$ cat src/rtl/uart_rx_ctrl.sv
// UART receive controller: OFF/RUN/STALL flow control in front of a first-word-fall-through
// byte FIFO, with sticky overflow/error flags. Define UART_RX_ERR_CNT_EN to add err_count.
module uart_rx_ctrl #(
  parameter int DEPTH = 4
) (
  input  logic       clk,
  input  logic       reset,
  input  logic       ctrl_en,
  input  logic       rx_valid,
  input  logic [7:0] rx_data,
  input  logic       rx_stop_error,
  input  logic       rx_parity_error,
  output logic       rx_en,
  output logic [7:0] m_data,
  output logic       m_valid,
  input  logic       m_ready,
  output logic       ovf_flag,
  output logic       err_flag,
  input  logic       flag_clr
`ifdef UART_RX_ERR_CNT_EN
  ,
  output logic [7:0] err_count
`endif
);

  localparam int AW = $clog2(DEPTH);
  localparam int CW = AW + 1;

  typedef enum logic [1:0] {
    ST_OFF,
    ST_RUN,
    ST_STALL
  } state_e;

  state_e        state_q;
  logic          rx_en_q;
  logic [7:0]    mem_q [DEPTH];
  logic [AW-1:0] wr_ptr_q;
  logic [AW-1:0] rd_ptr_q;
  logic [CW-1:0] count_q;
  logic [CW-1:0] count_d;
  logic          ovf_q;
  logic          err_q;

  logic full;
  logic pop;
  logic push;
  logic frame_err;
  logic frame_live;
  logic drop_err;
  logic drop_ovf;

  // Frame classification: OFF ignores everything, errors beat overflow.
  assign full       = (count_q == CW'(DEPTH));
  assign pop        = m_valid & m_ready;
  assign frame_err  = rx_stop_error | rx_parity_error;
  assign frame_live = rx_valid && (state_q != ST_OFF);
  assign drop_err   = frame_live && frame_err;
  assign drop_ovf   = frame_live && !frame_err && ((state_q == ST_STALL) || (full && !pop));
  assign push       = frame_live && !frame_err && (state_q == ST_RUN) && (!full || pop);

  // NOTE: every variable assigned in always_comb gets a default first, so no latch is inferred.
  always_comb begin
    count_d = count_q;
    unique case ({push, pop})
      2'b10:   count_d = count_q + CW'(1);
      2'b01:   count_d = count_q - CW'(1);
      default: count_d = count_q;
    endcase
  end

  // Transitions look at the post-update occupancy; ctrl_en low forces OFF from any state.
  // NOTE: sequential state uses non-blocking assignments so all registers see pre-edge values.
  always_ff @(posedge clk) begin
    if (reset) begin
      state_q <= ST_OFF;
      rx_en_q <= 1'b0;
    end else if (!ctrl_en) begin
      state_q <= ST_OFF;
      rx_en_q <= 1'b0;
    end else begin
      unique case (state_q)
        ST_OFF: begin
          state_q <= ST_RUN;
          rx_en_q <= 1'b1;
        end
        ST_RUN: begin
          if (count_d == CW'(DEPTH)) begin
            state_q <= ST_STALL;
            rx_en_q <= 1'b0;
          end
        end
        ST_STALL: begin
          if (count_d <= CW'(DEPTH - 2)) begin
            state_q <= ST_RUN;
            rx_en_q <= 1'b1;
          end
        end
        default: begin
          state_q <= ST_OFF;
          rx_en_q <= 1'b0;
        end
      endcase
    end
  end

  // Pointers wrap for free because DEPTH is a power of two.
  always_ff @(posedge clk) begin
    if (reset) begin
      wr_ptr_q <= '0;
      rd_ptr_q <= '0;
      count_q  <= '0;
    end else begin
      if (push) wr_ptr_q <= wr_ptr_q + AW'(1);
      if (pop)  rd_ptr_q <= rd_ptr_q + AW'(1);
      count_q <= count_d;
    end
  end

  // NOTE: storage is not reset; count_q alone decides which entries are meaningful.
  always_ff @(posedge clk) begin
    if (push) mem_q[wr_ptr_q] <= rx_data;
  end

  // Sticky flags: a set in the same cycle as flag_clr wins.
  always_ff @(posedge clk) begin
    if (reset) begin
      ovf_q <= 1'b0;
      err_q <= 1'b0;
    end else begin
      if (drop_ovf)      ovf_q <= 1'b1;
      else if (flag_clr) ovf_q <= 1'b0;
      if (drop_err)      err_q <= 1'b1;
      else if (flag_clr) err_q <= 1'b0;
    end
  end

`ifdef UART_RX_ERR_CNT_EN
  logic [7:0] err_count_q;

  always_ff @(posedge clk) begin
    if (reset) begin
      err_count_q <= 8'h00;
    end else if (drop_err) begin
      if (err_count_q != 8'hFF) err_count_q <= err_count_q + 8'h01;
    end else if (flag_clr) begin
      err_count_q <= 8'h00;
    end
  end

  assign err_count = err_count_q;
`endif

  assign rx_en    = rx_en_q;
  assign m_valid  = (count_q != '0);
  assign m_data   = m_valid ? mem_q[rd_ptr_q] : 8'h00;
  assign ovf_flag = ovf_q;
  assign err_flag = err_q;

endmodule

$ cat config.mk
export PLATFORM = sky130hd
export DESIGN_NAME = uart_rx_ctrl
export DESIGN_NICKNAME = d
export VERILOG_FILES = /design/src/rtl/uart_rx_ctrl.sv
export SDC_FILE = /design/constraint.sdc
export NUM_CORES = 1
export LEC_CHECK = 0
export CAP_MARGIN = 20
export CORE_MARGIN = 4
export CORE_UTILIZATION = 49
export DETAILED_ROUTE_END_ITERATION = 10
export GPL_TIMING_DRIVEN = 0
export PLACE_DENSITY_LB_ADDON = 0.05
export RECOVER_POWER = 25
export SYNTH_ARGS = -nofsm -noshare
export SYNTH_HDL_FRONTEND = slang
export SYNTH_SLANG_ARGS = --single-unit
$ cat constraint.sdc
create_clock -name clk -period 2.7 [get_ports clk]
set_input_delay 0.54 -clock clk [delete_from_list [all_inputs] [get_ports clk]]
set_output_delay 0.54 -clock clk [all_outputs]
set_load 0.05 [all_outputs]
**Run 1: met1 routing**

Cells faint in the background.
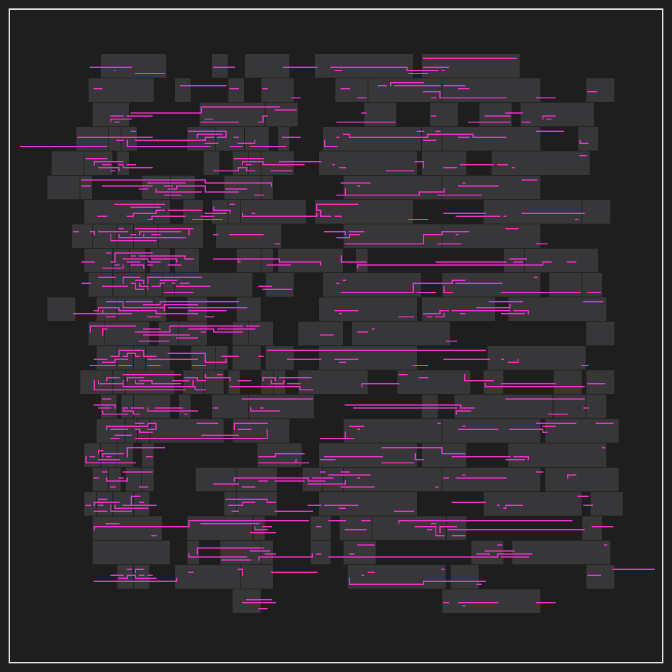
The layer carries 1470 um of wire. The longest straight run is 24.4 um.
final WL: 3.83 mm
DR vias: 1353
met1 usage: 15.3%

**Run 1: signal wires on met2**

Scale bar: 20 um.
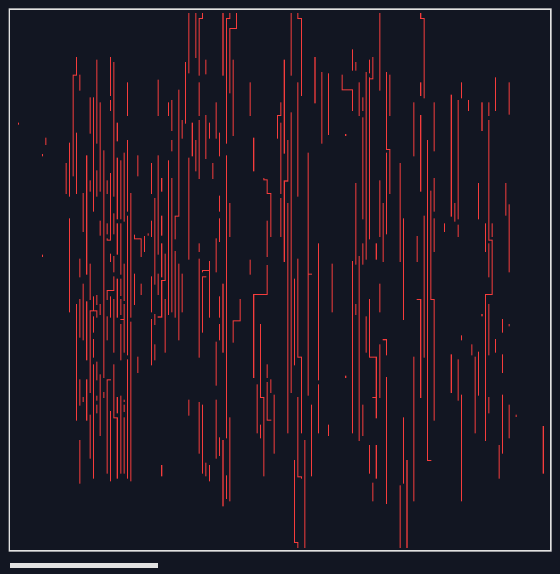
The longest straight run is 43.2 um. The wires run mostly vertical. 188 nets have wire on it. The layer carries 2150 um of wire. The layer holds 56% of the routed length.
met2 GRT Util: 29.7%

**Run 1: metal 3**

Scale bar: 20 um.
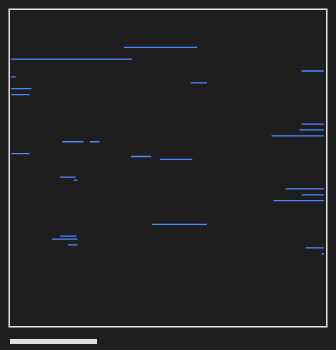
The layer holds 4.2% of the routed length. The longest straight run is 27.6 um. The layer carries 161 um of wire. 21 nets have wire on it. The wires run mostly horizontal.

**Run 1: the clock network**

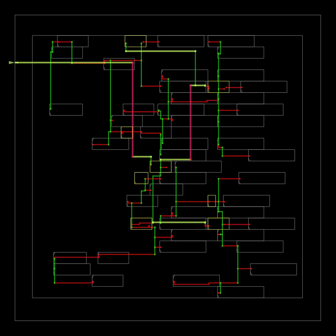
Power Clock: 0.413 mW
FF+latch count: 46
Worst Skew: 3.68 ps
clock buffers: 5
Sink Count: 46

==> results.sh, run 1 <==
# implementation run metrics
export IMPL_final_nonclk_buf_share_pct=13.3
export IMPL_antenna_cells=0
export IMPL_max_vdd_ir_drop_v=0.000241
export IMPL_clkCellAreaFrac_pct=3.51
export IMPL_r2r_end="state_q[0]"
export IMPL_combPwrFrac_pct=6.0
export IMPL_drt_first_pass_iters=4
export IMPL_timing_rr_start="count_q[1]"
export IMPL_critPathMaxFanout=3
export IMPL_ant_nets=0
export IMPL_grt_ovfl_total=0
export IMPL_core_region_area_um2=4030
export IMPL_area_combinational_um2=800
export IMPL_inv_count=6
export IMPL_synth_cells=162
export IMPL_p_clk_share_pct=33.1
export IMPL_taps=50
export IMPL_crit_slowest_cell="fa_2"
export IMPL_die_height_um=72.9
export IMPL_ios=28
export IMPL_finalMaxSlewViolations=0
export IMPL_leakage_nw=0.882
export IMPL_cts_buffers=5
export IMPL_arrival_ps=2810
export IMPL_common_cells="32 x edfxtp_1, 14 x dfxtp_1, 14 x nor2_1, 13 x and2_1, 9 x a21oi_1"
export IMPL_flop_cell="edfxtp_1"
export IMPL_total_power_mw=1.25
export IMPL_clk_path_buf_depth=2
export IMPL_grt_max_degree=16
export IMPL_pwr_share_seq_pct=60.9
export IMPL_setup_slack_ps=86.2
export IMPL_switchingPower_mw=0.276
export IMPL_ys_cells=162
export IMPL_antenna_found_initial=0
export IMPL_ys_seq_share_pct=60.2
export IMPL_synth_area_per_cell_um2=12.7
export IMPL_place_area_um2=2420
export IMPL_p_int_mw=0.972
export IMPL_min_period_over_period_pct=96.8
export IMPL_largest_class="sequential cells"
export IMPL_top_area_share_pct=46.6
export IMPL_dp_hpwl_mm=2.62
export IMPL_fp_nets=183
export IMPL_warnings=30
export IMPL_sh_seq_area_pct=48.8
export IMPL_die_x_um=72.9
export IMPL_nonClockBufferCount=39
export IMPL_postCtsHoldBufs=0
export IMPL_cts_root_buffer="clkbuf_8"
export IMPL_drc_errors=0
export IMPL_min_from="err_flag"
export IMPL_setup_violations=0
export IMPL_rows=23
export IMPL_worstMarginPinSlew_ps=521
export IMPL_critical_path_required_ps=2900
export IMPL_finalInstanceArea_um2=2570
export IMPL_avgViaCountPerCell=5.43
export IMPL_fp_util_pct=51.2
export IMPL_top_cell="edfxtp_1"
export IMPL_synth_distinct_cells=36
export IMPL_grt_use_total_pct=15.4
export IMPL_worst_hold_slack_ps=462
export IMPL_pwr_density_cell_nw_per_um2=486
export IMPL_post_place_ws_ps=-713
export IMPL_postCtsSetupBuffers=5
export IMPL_cp_common_cell="buf_6"
export IMPL_cts_resized=29
export IMPL_synth_flops=46
export IMPL_fillers=320
export IMPL_final_cell_mix="32 x edfxtp_1, 13 x and2_1, 13 x nor2_1"
export IMPL_wl_per_cell_um=15.4
export IMPL_timing_worst_setup_path_type="input port to register"
export IMPL_dr_first_iter_drc_count=43
export IMPL_gp_congestion=0.821
export IMPL_ys_warn_count=0
export IMPL_final_layout_top_logic_cell="edfxtp_1"
export IMPL_portBuffers=27
export IMPL_crit_path_end_kind="register"
export IMPL_async_flop_share_pct=0
export IMPL_r2r_setup_slack_ps=110
export IMPL_drive_gt1_share_pct=21.1
export IMPL_sh_comb_area_pct=31.1
export IMPL_whs_endpoint="err_flag"
export IMPL_finalHoldViolations=0
export IMPL_rsz0062_at_grt="no"
export IMPL_register_area_um2=1250
export IMPL_grt_pass1_wl_mm=6.04
export IMPL_final_nets=219
export IMPL_p_sw_share_pct=22.1
export IMPL_clk_pin_slew_ps=80
export IMPL_edf_count=32
export IMPL_period_needed_ps=2610
export IMPL_clk_latency_ps=290
export IMPL_htree_levels=2
export IMPL_relSlewSlack_pct=65.2
export IMPL_num_multi_input_gates=100
export IMPL_synth_largest_area_cell="edfxtp_1"
export IMPL_whs_path_depth=2
export IMPL_cts_tree="yes"
export IMPL_max_stage_delay_ps=470
export IMPL_worstPathCellList="buf_2 > or3b_1 > buf_6 > or2_1 > buf_6 > nand3_4 > fa_2 > nor2_4 > o2111ai_2 > o21ai_1 > a311o_1 > o21ai_2 > o2111a_1"
export IMPL_path_delay_family="simple AND/OR/NAND/NOR gates"
export IMPL_topCellsByArea="edfxtp_1 47%, dfxtp_1 14%, mux4_2 8.7%"
export IMPL_outcome="complete, no violations"
export IMPL_crit_path_start_kind="input port"
export IMPL_hp_class="register to register"
export IMPL_chip_area_um2=5310
export IMPL_rr_worst_depth=8
export IMPL_ys_area_um2=2060
export IMPL_crit_buf_inv=3
export IMPL_cap_viol_max_count=0
export IMPL_area_growth_pct=24.4
export IMPL_synthesis_area_um2=2060
export IMPL_fmax_mhz=383
export IMPL_grt_pass1_vias=1333
## run 1: sequential cells by signal, summed over array words and instances (netlist names), named ones only
register and count:
rx_en 1, ovf_flag 1, rd_ptr_q 2, err_flag 1
count_q 3, mem_q 32, wr_ptr_q 2, state_q 2
## run 1: power groups by stage
stage	registers, mW	clock network (mW)	logic [mW]
2_1_floorplan	0.780	0	0.0320
3_3_place_gp	0.776	0	0.0733
3_5_place_dp	0.776	0	0.0762
4_1_cts	0.761	0.430	0.0759
5_1_grt	0.761	0.460	0.0801
6_report	0.760	0.413	0.0748
## run 1: per-stage QoR
stage | setup TNS (ps) | cells | utilization (%)
final | 0 | 249 | 63.7
after global placement | -13250 | 239 | 60.1
after detailed placement | -14930 | 239 | 60.1
after global routing | 0 | 249 | 63.7
after CTS | 0 | 248 | 63.2
after floorplan | -171 | 162 | -
## run 1: worst max path at each step
stage                       endpoint  cells past startpoint           from
final                          rx_en                     13  rx_stop_error
after global routing      state_q[0]                      9     count_q[1]
after CTS                      rx_en                     13       rx_valid
after detailed placement       rx_en                     13       rx_valid
after global placement         rx_en                     13       rx_valid
after floorplan                rx_en                     12  rx_stop_error
## run 1: routing by layer
metal  GRT usage, %  vias to the layer above  share of wire [%]
met5              0                        -                  0
met4           5.74                        0                1.4
met3           4.55                        6                4.2
met2           29.7                       34                 56
met1           15.3                      648                 38
li1               -                      665                  -
## run 1: cell families (layout without fill, tap and decap cells)
| group | count (synthesis) | after routing | synth area share, % |
|---|---|---|---|
| AOI/OAI and AO/OA | 25 | 25 | 7.88 |
| xor gates and xnor gates | 4 | 4 | 1.70 |
| adders and majority gates | 5 | 5 | 3.40 |
| buffers and inverters | 16 | 53 | 3.03 |
| DFF | 46 | 46 | 60.2 |
| muxes | 9 | 9 | 9.22 |
| and+or+nand+nor | 57 | 57 | 14.6 |
**Run 1: routed metal per tile**

Scale bar: 20 um. The die is cut into 15 by 15 equal tiles; dark purple is low, yellow is high, scaled to the fullest tile. Values are wire area over tile area, all layers added.
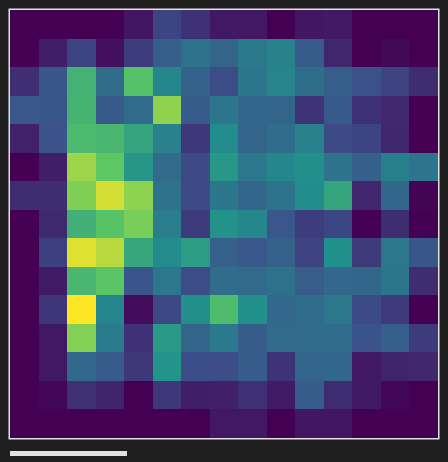

==> run 2, diff against run 1 <==
--- a/config.mk
+++ b/config.mk
@@ -7,9 +7,8 @@
 export LEC_CHECK = 0
 export CAP_MARGIN = 20
 export CORE_MARGIN = 4
-export CORE_UTILIZATION = 49
+export CORE_UTILIZATION = 45
 export DETAILED_ROUTE_END_ITERATION = 10
-export GPL_TIMING_DRIVEN = 0
 export PLACE_DENSITY_LB_ADDON = 0.05
 export RECOVER_POWER = 25
 export SYNTH_ARGS = -nofsm -noshare
**Run 2: routed metal per tile**

Scale bar: 20 um. The die is cut into 15 by 15 equal tiles; dark purple is low, yellow is high, scaled to the fullest tile. Values are wire area over tile area, all layers added.
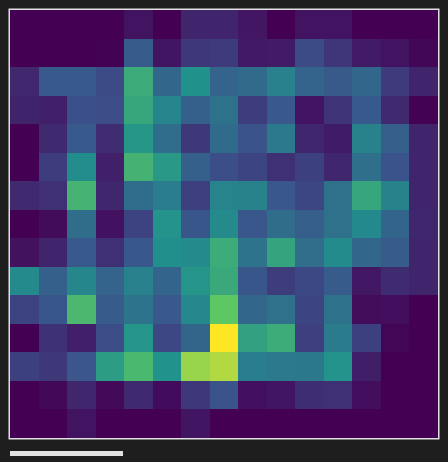
11% of the tiles are over half the peak. The fullest tile reaches 0.48. The emptiest ninth of the die: bottom right.

==> run 2 against run 1 <==
Net effect:
- sequential power about the same
- worst hold slack improved by 14 ps
- via count up 3.2%
- count of clock-buffer cells in the layout rose by 2
- die area increased by 7.9%
- utilization shrank 2.6 points
- total power up 8.9%
- sequential cell count is the same
- critical path depth fell by 10
- routed wire length increased by 7.0%
- critical endpoint is now m_valid
==> results.sh, run 2 <==
# implementation run metrics
export IMPL_grt_use_met3_pct=4.09
export IMPL_whs_path_depth=2
export IMPL_vias=1396
export IMPL_cts_root_buffer="clkbuf_8"
export IMPL_setup_violations=0
export IMPL_totalWireLength_mm=4.10
export IMPL_synthesis_area_um2=2060
export IMPL_finalMaxSlewViolations=0
export IMPL_topCellsByArea="edfxtp_1 47%, dfxtp_1 14%, mux4_2 8.7%"
export IMPL_ant_nets=0
export IMPL_setup_slack_ps=111
export IMPL_finalHoldViolations=0
export IMPL_dpl_cell_count=247
export IMPL_min_from="err_flag"
export IMPL_common_cells="32 x edfxtp_1, 14 x dfxtp_1, 14 x nor2_1, 13 x and2_1, 9 x a21oi_1"
export IMPL_grt_pass1_wl_mm=6.84
export IMPL_min_period_over_period_pct=95.9
export IMPL_ys_sh_aoi_pct=7.88
export IMPL_cts_tree="yes"
export IMPL_rows=24
export IMPL_grt_ovfl_total=0
export IMPL_grt_use_total_pct=16.3
export IMPL_cts_sink_count=46
export IMPL_mux_share_pct=9.22
export IMPL_grt_pass1_vias=1478
export IMPL_drive_gt1_share_pct=24.8
export IMPL_clk_latency_ps=290
export IMPL_relSlewSlack_pct=66.1
export IMPL_final_cell_mix="32 x edfxtp_1, 23 x buf_4, 14 x dfxtp_1"
export IMPL_synth_largest_area_cell="edfxtp_1"
export IMPL_final_nets=226
export IMPL_postCtsHoldBufs=0
export IMPL_leakage_nw=0.921
export IMPL_crit_path_start_kind="register"
export IMPL_timing_worst_setup_path_type="register to output port"
export IMPL_dp_hpwl_mm=2.96
export IMPL_grt_busiest_layer="met2"
export IMPL_ys_area_um2=2060
export IMPL_wl_per_cell_um=15.9
export IMPL_drc_errors=0
export IMPL_crit_path_end_kind="output port"
export IMPL_synth_distinct_cells=36
export IMPL_critical_path_required_ps=2160
export IMPL_layoutNonFillerInstCount=258
export IMPL_top_regs="mem_q: 32 flops, count_q: 3 flops"
export IMPL_core_region_area_um2=4380
export IMPL_use_met1_pct=20.3
export IMPL_logic_family="simple AND/OR/NAND/NOR gates"
export IMPL_synth_adder_area_share_pct=3.40
export IMPL_die_x_um=75.7
export IMPL_max_vdd_ir_drop_v=0.000378
export IMPL_fp_util_pct=47.1
export IMPL_drt_first_pass_iters=4
export IMPL_synth_cells=162
export IMPL_period_needed_ps=2590
export IMPL_final_layout_top_logic_cell="edfxtp_1"
export IMPL_antenna_found_initial=0
export IMPL_chip_area_um2=5730
export IMPL_synth_area_per_cell_um2=12.7
export IMPL_die_height_um=75.7
export IMPL_largest_register="mem_q"
export IMPL_post_place_ws_ps=-409
export IMPL_arrival_ps=2050
export IMPL_hp_class="register to register"
export IMPL_top_area_share_pct=46.6
export IMPL_clk_path_buf_depth=2
export IMPL_gp_congestion=0.756
export IMPL_flop_cell="edfxtp_1"
export IMPL_rsz0062_at_grt="no"
export IMPL_area_growth_pct=29.8
export IMPL_largest_reg_flops=32
export IMPL_total_power_mw=1.36
export IMPL_timing_rr_start="count_q[0]"
export IMPL_synth_xor_area_share_pct=1.70
export IMPL_critPathMaxFanout=11
export IMPL_worstMarginPinSlew_ps=507
export IMPL_ys_cells=162
export IMPL_register_area_um2=1240
export IMPL_outcome="complete, no violations"
export IMPL_antenna_cells=0
export IMPL_grt_use_met2_pct=27.6
export IMPL_pwr_density_cell_nw_per_um2=507
export IMPL_fmax_mhz=386
export IMPL_dr_first_iter_drc_count=96
export IMPL_edf_count=32
export IMPL_ys_sh_simple_pct=14.6
export IMPL_r2r_setup_slack_ps=250
export IMPL_avgViaCountPerCell=5.41
export IMPL_synth_flops=46
export IMPL_area_combinational_um2=793
export IMPL_grt_max_degree=15
export IMPL_portBuffers=27
export IMPL_async_flop_share_pct=0
export IMPL_ys_seq_share_pct=60.2
export IMPL_finClkSkew_ps=3.19
export IMPL_cap_viol_max_count=0
-- run 2: cell counts after synthesis --
Identical to the previous run, type by type.
-- run 2: repair_timing --
| action | in CTS | in global routing |
|---|---|---|
| hold endpoints to repair | 0 | 0 |
| buffers inserted | 2 | 1 |
| gates resized | 9 | 1 |
| pin swaps | 14 | 7 |
| endpoints found under the setup margin | 3 | 2 |
-- run 2: layer usage --
metal | share of wire (%) | vias up
li1 | - | 678
met1 | 43 | 674
met4 | 0.80 | 0
met3 | 5.5 | 4
met5 | 0 | -
met2 | 50 | 40
-- run 2: cell type report --
cell class              count  area share, %
flip-flops and latches     46           46.3
multi-input cells         100           29.6
repair buffers             46           16.4
clock buffers               7           3.22
well taps                  52           2.43
clock inverters             1           1.12
inverters                   6          0.841
-- run 2: kinds of logic after synthesis --
group | count (synthesis)
multiplexers | 9
buffers and inverters | 16
flip-flops | 46
AND/OR/NAND/NOR | 57
adder cells (fa/ha/maj) | 5
AND-OR/OR-AND | 25
XOR/XNOR | 4
-- run 2: worst max-delay path: stages, from the launching register on --
cell             delay [ps]
dfxtp_1                 540
or3_1                   210
buf_4                   190
clkdlybuf4s50_1         820
-- run 2: stage by stage --
stage | util, % | instance area, um^2 | TNS [ps]
after floorplan | - | 2090 | -171
after global placement | 57.4 | 2520 | -1230
after detailed placement | 57.4 | 2520 | -1820
after CTS | 60.9 | 2670 | 0
after global routing | 61.1 | 2680 | 0
final | 61.1 | 2680 | 0
-- run 2: report_power, final --
group	internal, mW	switching [mW]	total, mW
sequential	0.756	0.00399	0.760
combinational	0.0380	0.0409	0.0789
clock	0.302	0.217	0.519
-- run 2: path summary, 6_finish.rpt --
| check | end |
|---|---|
| worst min-delay path | err_flag |
| worst max-delay path | m_valid |
| worst min register to register | err_flag |
| worst max register to register | state_q[0] |
Power figures rest on the tool's default switching activity, not on a simulated workload.
